===== src/rtl/pwm_multi_ctrl.sv =====
`default_nettype none
// ============================================================================
// Module   : pwm_multi_ctrl
// Brief    : Multi-channel PWM generator. All channels share one period
//            counter. Period and duty values are double-buffered: cfg_wr
//            writes the shadow registers, and the shadow values move into
//            the active registers at the next terminal count.
//            Optional macro PWM_DEADTIME_EN enables complementary low-side
//            outputs with a per-channel dead time of DEAD_CYC clk cycles.
// Revision : 1.0 - initial release
// ============================================================================
module pwm_multi_ctrl #(
  parameter int NUM_CH   = 4,
  parameter int CNT_W    = 16,
  parameter int DEAD_CYC = 8
) (
  input  logic                    clk,
  input  logic                    rst,
  input  logic                    cfg_wr,
  input  logic [CNT_W-1:0]        period_i,
  input  logic [NUM_CH*CNT_W-1:0] duty_i,
  input  logic [NUM_CH-1:0]       ch_en,
  output logic [NUM_CH-1:0]       pwm_p,
  output logic [NUM_CH-1:0]       pwm_n,
  output logic                    cfg_pending,
  output logic                    period_end
);

  logic [CNT_W-1:0]        counter_q,    counter_d;
  logic [CNT_W-1:0]        period_act_q, period_act_d;
  logic [NUM_CH*CNT_W-1:0] duty_act_q,   duty_act_d;
  logic [CNT_W-1:0]        period_sh_q,  period_sh_d;
  logic [NUM_CH*CNT_W-1:0] duty_sh_q,    duty_sh_d;
  logic                    cfg_pending_q, cfg_pending_d;
  logic                    period_end_q,  period_end_d;
  logic [NUM_CH-1:0]       pwm_p_q, pwm_p_d;
  logic [NUM_CH-1:0]       pwm_n_q, pwm_n_d;

  logic                    terminal;
  logic                    period_zero;
  logic                    load;
  logic [NUM_CH-1:0]       raw;

  // Counter, double-buffered configuration and raw channel compare
  always_comb begin
    terminal    = (counter_q == period_act_q);
    period_zero = (period_act_q == '0);
    // A write coincident with the terminal count must not be applied in
    // the same edge; it waits for the following terminal count.
    load        = terminal && cfg_pending_q && !cfg_wr;

    counter_d    = (period_zero || terminal) ? '0 : counter_q + CNT_W'(1);
    period_act_d = load ? period_sh_q : period_act_q;
    duty_act_d   = load ? duty_sh_q   : duty_act_q;
    period_sh_d  = cfg_wr ? period_i : period_sh_q;
    duty_sh_d    = cfg_wr ? duty_i   : duty_sh_q;

    cfg_pending_d = cfg_pending_q;
    if (cfg_wr) begin
      cfg_pending_d = 1'b1;
    end else if (load) begin
      cfg_pending_d = 1'b0;
    end

    period_end_d = terminal && !period_zero;

    raw = '0;
    for (int i = 0; i < NUM_CH; i++) begin
      raw[i] = ch_en[i] && !period_zero &&
               (counter_q < duty_act_q[i*CNT_W +: CNT_W]);
    end
  end

`ifdef PWM_DEADTIME_EN
  // Run length saturates one above DEAD_CYC: an output side may switch on
  // only once the raw level has been stable for more than DEAD_CYC cycles.
  localparam int         RUN_W   = 9;
  localparam logic [8:0] RUN_MAX = 9'(DEAD_CYC + 1);
  localparam logic [8:0] RUN_LIM = 9'(DEAD_CYC);

  for (genvar g = 0; g < NUM_CH; g++) begin : g_deadtime
    logic [RUN_W-1:0] run_q, run_d;
    logic             raw_prev_q;
    logic             p_d, n_d;

    // Count consecutive cycles the raw level has held, gate each side
    always_comb begin
      if (raw[g] == raw_prev_q) begin
        run_d = (run_q == RUN_MAX) ? run_q : run_q + 9'd1;
      end else begin
        run_d = 9'd1;
      end
      p_d = raw[g] && (run_d > RUN_LIM);
      n_d = !raw[g] && ch_en[g] && !period_zero && (run_d > RUN_LIM);
    end

    // Dead-time run-length state
    always_ff @(posedge clk) begin
      if (rst) begin
        run_q      <= '0;
        raw_prev_q <= 1'b0;
      end else begin
        run_q      <= run_d;
        raw_prev_q <= raw[g];
      end
    end

    assign pwm_p_d[g] = p_d;
    assign pwm_n_d[g] = n_d;
  end
`else
  // Without dead time the high side follows raw and the low side is unused.
  assign pwm_p_d = raw;
  assign pwm_n_d = '0;

  // DEAD_CYC has no effect in this build.
  logic unused_dead_cyc;
  assign unused_dead_cyc = ^DEAD_CYC;
`endif

  // State and registered outputs
  always_ff @(posedge clk) begin
    if (rst) begin
      counter_q     <= '0;
      period_act_q  <= '0;
      duty_act_q    <= '0;
      period_sh_q   <= '0;
      duty_sh_q     <= '0;
      cfg_pending_q <= 1'b0;
      period_end_q  <= 1'b0;
      pwm_p_q       <= '0;
      pwm_n_q       <= '0;
    end else begin
      counter_q     <= counter_d;
      period_act_q  <= period_act_d;
      duty_act_q    <= duty_act_d;
      period_sh_q   <= period_sh_d;
      duty_sh_q     <= duty_sh_d;
      cfg_pending_q <= cfg_pending_d;
      period_end_q  <= period_end_d;
      pwm_p_q       <= pwm_p_d;
      pwm_n_q       <= pwm_n_d;
    end
  end

  assign pwm_p       = pwm_p_q;
  assign pwm_n       = pwm_n_q;
  assign cfg_pending = cfg_pending_q;
  assign period_end  = period_end_q;

endmodule
`default_nettype wire


===== config.mk =====
export PLATFORM = sky130hd
export DESIGN_NAME = pwm_multi_ctrl
export DESIGN_NICKNAME = d
export VERILOG_FILES = /design/src/rtl/pwm_multi_ctrl.sv
export SDC_FILE = /design/constraint.sdc
export NUM_CORES = 1
export LEC_CHECK = 0
export CAP_MARGIN = 30
export CORE_UTILIZATION = 57
export DETAILED_ROUTE_END_ITERATION = 8
export HOLD_SLACK_MARGIN = 0.03
export PLACE_DENSITY_LB_ADDON = 0.08
export SYNTH_ARGS = -nofsm -noshare
export SYNTH_HDL_FRONTEND = slang
export SYNTH_SLANG_ARGS = --single-unit

===== constraint.sdc =====
create_clock -name clk -period 2 [get_ports clk]
set_input_delay 0.4 -clock clk [delete_from_list [all_inputs] [get_ports clk]]
set_output_delay 0.4 -clock clk [all_outputs]
set_load 0.01 [all_outputs]

==> flow_summary_export.csv <==
group,metric,value,unit
yosys,synth_top_area_share,40.5,%
place,placed_cell_area,10100,µm²
final_timing,max_freq,0.519,GHz
final_timing,max-slew-margin-rel,59.1,%
worst_hold_path,whs_path_depth,3,
place,place.port_buffers,92,
clock_network,cts_tree,"built",
final_layout,drive_gt1_share,7.76,%
final_timing,setup_viol_count_final,0,
yosys,synth.ff_latch_count,182,
grt,grt_first_pass_wirelength,28900,µm
yosys,avgSynthCellArea,9.77,µm²
yosys,top_cells_by_count,"182 x dfxtp_1, 164 x nand2b_1, 160 x mux2i_1",
power,power,8.20,mW
clock_network,clockBufferDepth,2,
final_layout,fin_area,10800,µm²
yosys,synth.area.top_cells,"dfxtp_1 40%, mux2i_1 18%, nand2b_1 11%",
clock_network,cts_made_buffers,17,
die,fp_util,58.8,%
yosys,synthCells,922,
worst_setup_path,crit_required,2340,ps
worst_setup_path,cp-end-kind,"register",
die,core-area,15300,µm²
final_layout,nNetsFinal,1166,
final_layout,areaGrowthSynthToFinish,20.4,%
power,leakagePower,4.43,nW
final_timing,whs,433,ps
yosys,yosysWarnings,0,
grt,grt_use_total,22.5,%
worst_setup_path,worst_setup_path_start_kind,"register",
clock_network,cts_max_level,4,
die,dieArea,16300,µm²
clock_network,path_clk_slew,70,ps
worst_setup_path,worstPathArrival,2270,ps
yosys,synthFlopType,"dfxtp_1",
worst_setup_path,worstSetupPathType,"register to register",
clock_network,clkSinkCount,182,
grt,grt_antenna_before_repair,0,
yosys,ys_cells,922,
place,dp.cells,1204,
detailed_routing,via_per_inst,5.03,
yosys,synth_seq_share,40.5,%
die,ioPinCount,97,
final_timing,finalCriticalPeriod,1930,ps
yosys,async_flop_share,0,%
detailed_routing,ant_nets,0,
clock_network,root_buffer,"clkbuf_16",
yosys,synth_cell_types,33,
final_timing,finalCritPeriodShare,96.3,%
place,place_congestion,0.795,
yosys,largest_area_cell,"dfxtp_1",
power,power.density,756,nW/µm²
yosys,synth.most_common_cell,"dfxtp_1",
final_layout,final_cells,1242,
worst_setup_path,r2r_cells,7,
final_timing,final_hold_viol_count,0,
worst_setup_path,crit_fanout,10,
run,warning_count,29,
final_timing,rsz0062_at_grt,"yes",
clock_network,cts_hold_buf,0,
final_layout,n_antenna_cell,0,
worst_hold_path,hold_path_class,"input pin to register",
grt,grt_max_degree,132,
yosys,synth_area,9000,µm²
final_timing,worstMarginPinSlew,605,ps
die,die_h,128,µm
detailed_routing,wl_per_cell,14.5,µm
power,ir_worst_vdd,664,µV
grt,grt_pass1_vias,5901,
yosys,synth_chip_area,9000,µm²
yosys,edf_count,0,
run,max_cap_viol_count,0,
detailed_routing,dr.pass1.iters,4,
die,rows,45,
grt,overflow,0,
detailed_routing,drc_errors,0,
die,die-width,128,µm
final_timing,tns,0,ps
final_timing,maxSlewViolCount,0,
run_status,status,"complete, no violations",
final_timing,finalClockSkew,11.4,ps
place,dpl.hpwl,11800,µm
detailed_routing,drtIter0Drc,337,
[worst paths after layout]
kind	start	endpoint	slack (ps)
worst max-delay path	period_act_q[13]$_SDFFE_PP0P_	duty_act_q[26]$_SDFFE_PP0P_	70
worst min-delay path	rst	duty_sh_q[51]$_SDFFE_PP0P_	430
worst max register to register	period_act_q[13]$_SDFFE_PP0P_	duty_act_q[26]$_SDFFE_PP0P_	70
worst min register to register	duty_sh_q[51]$_SDFFE_PP0P_	duty_act_q[51]$_SDFFE_PP0P_	470
[sequential cells by signal (all words and copies together) (netlist names)]
register and flops:
period_act_q 16, period_sh_q 16, period_end 1, duty_sh_q 64, duty_act_q 64, cfg_pending 1, pwm_p 4, counter_q 16
[routing by layer]
| metal | global-route usage, % | routed length [µm] | vias up |
|---|---|---|---|
| li1 | - | - | 3267 |
| met1 | 31.0 | 8680 | 2853 |
| met2 | 36.0 | 8200 | 120 |
| met3 | 5.01 | 996 | 10 |
| met4 | 5.54 | 121 | 0 |
| met5 | 0 | 0 | - |
[worst max-delay path, stage by stage (launching register included)]
cell and delay (ps):
dfxtp_2 340, xor2_1 160, nor4_2 320, nand4_2 180, nor3b_4 250, buf_12 180, clkbuf_16 190, mux2i_2 220
[cells in the final DEF (no fill, tap or decap), drive strengths merged]
| cell | n |
|---|---|
| inv | 67 |
| xnor2 | 4 |
| o21ai | 8 |
| nor2 | 102 |
| o2111ai | 4 |
| nand2b | 164 |
| clkbuf | 20 |
| clkinvlp | 2 |
| nor3b | 1 |
| nand4 | 20 |
| bufinv | 3 |
| nand3b | 4 |
| nand2 | 5 |
| clkdlybuf4s50 | 90 |
| a21o | 24 |
| a21oi | 13 |
| and2b | 1 |
| conb | 4 |
| mux2i | 160 |
| and3 | 3 |
| xor2 | 26 |
| and4 | 7 |
| buf | 32 |
| a41oi | 1 |
| nand3 | 5 |
| ha | 61 |
| nor4 | 8 |
| dfxtp | 182 |
| clkinv | 6 |
| a31oi | 4 |
[report_power, final]
part | switching, mW | leakage, nW | internal [mW]
clock | 1.45 | 0.297 | 2.01
sequential | 0.0747 | 1.48 | 3.76
combinational | 0.393 | 2.65 | 0.509
[stage by stage]
step	util, %	setup WS (ps)
CTS	70.1	5.09
finish	70.8	75.0
global route	70.8	-54.2
global placement	66.1	101
floorplan	-	176
detailed placement	66.1	35.7
[timing repair]
action	CTS	global route
resized	0	9
buffers inserted	0	1
endpoints found under the setup margin	0	80
[logic make-up after synthesis]
logic type	share of synthesized area [%]
and+or+nand+nor	19.9
DFF	40.5
muxes	17.8
buffers and inverters	6.45
adders and majority gates	8.48
AOI/OAI and AO/OA	3.93
xor gates and xnor gates	2.92
other	0.0416
[cell type report]
class                      count  area (µm²)
multi-input combinational    629        4810
sequential                   182        3640
fill                        1215        4470
inverter                      64         240
timing repair buffer         124        1280
tap                          211         264
clock inverter                14         173
clock buffer                  18         439
==> images/clock_wires.png <==
Drawn at 4 px/µm.
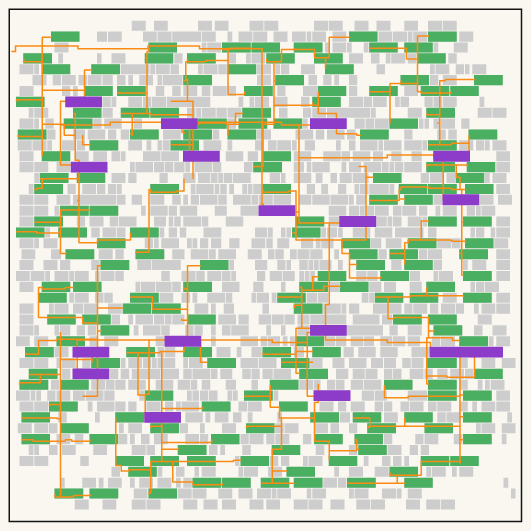
Purple is clock-net drivers, count 17. Orange is clock wires, length 2070 µm. Green is flip-flops, count 182.
Position of the flops: widely spread.
clock group total power: 3.46 mW
Clk pwr share: 42.2%
worst-skew pair later-pin latency: 430 ps

==> images/m2.png <==
Drawn at 4 px/µm.
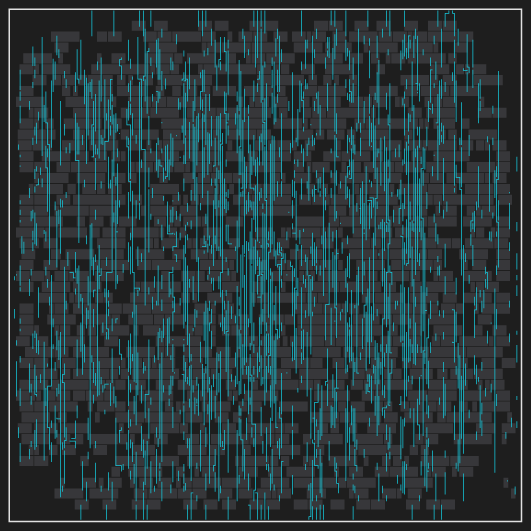
924 nets have wire on it. The layer carries 8200 µm of wire. The longest straight run is 55.8 µm.
drt total wl: 18000 µm
Vias: 6250
met2 Track Usage GR: 36.0%

No activity file was given, so power comes from the tool's default toggle rates.
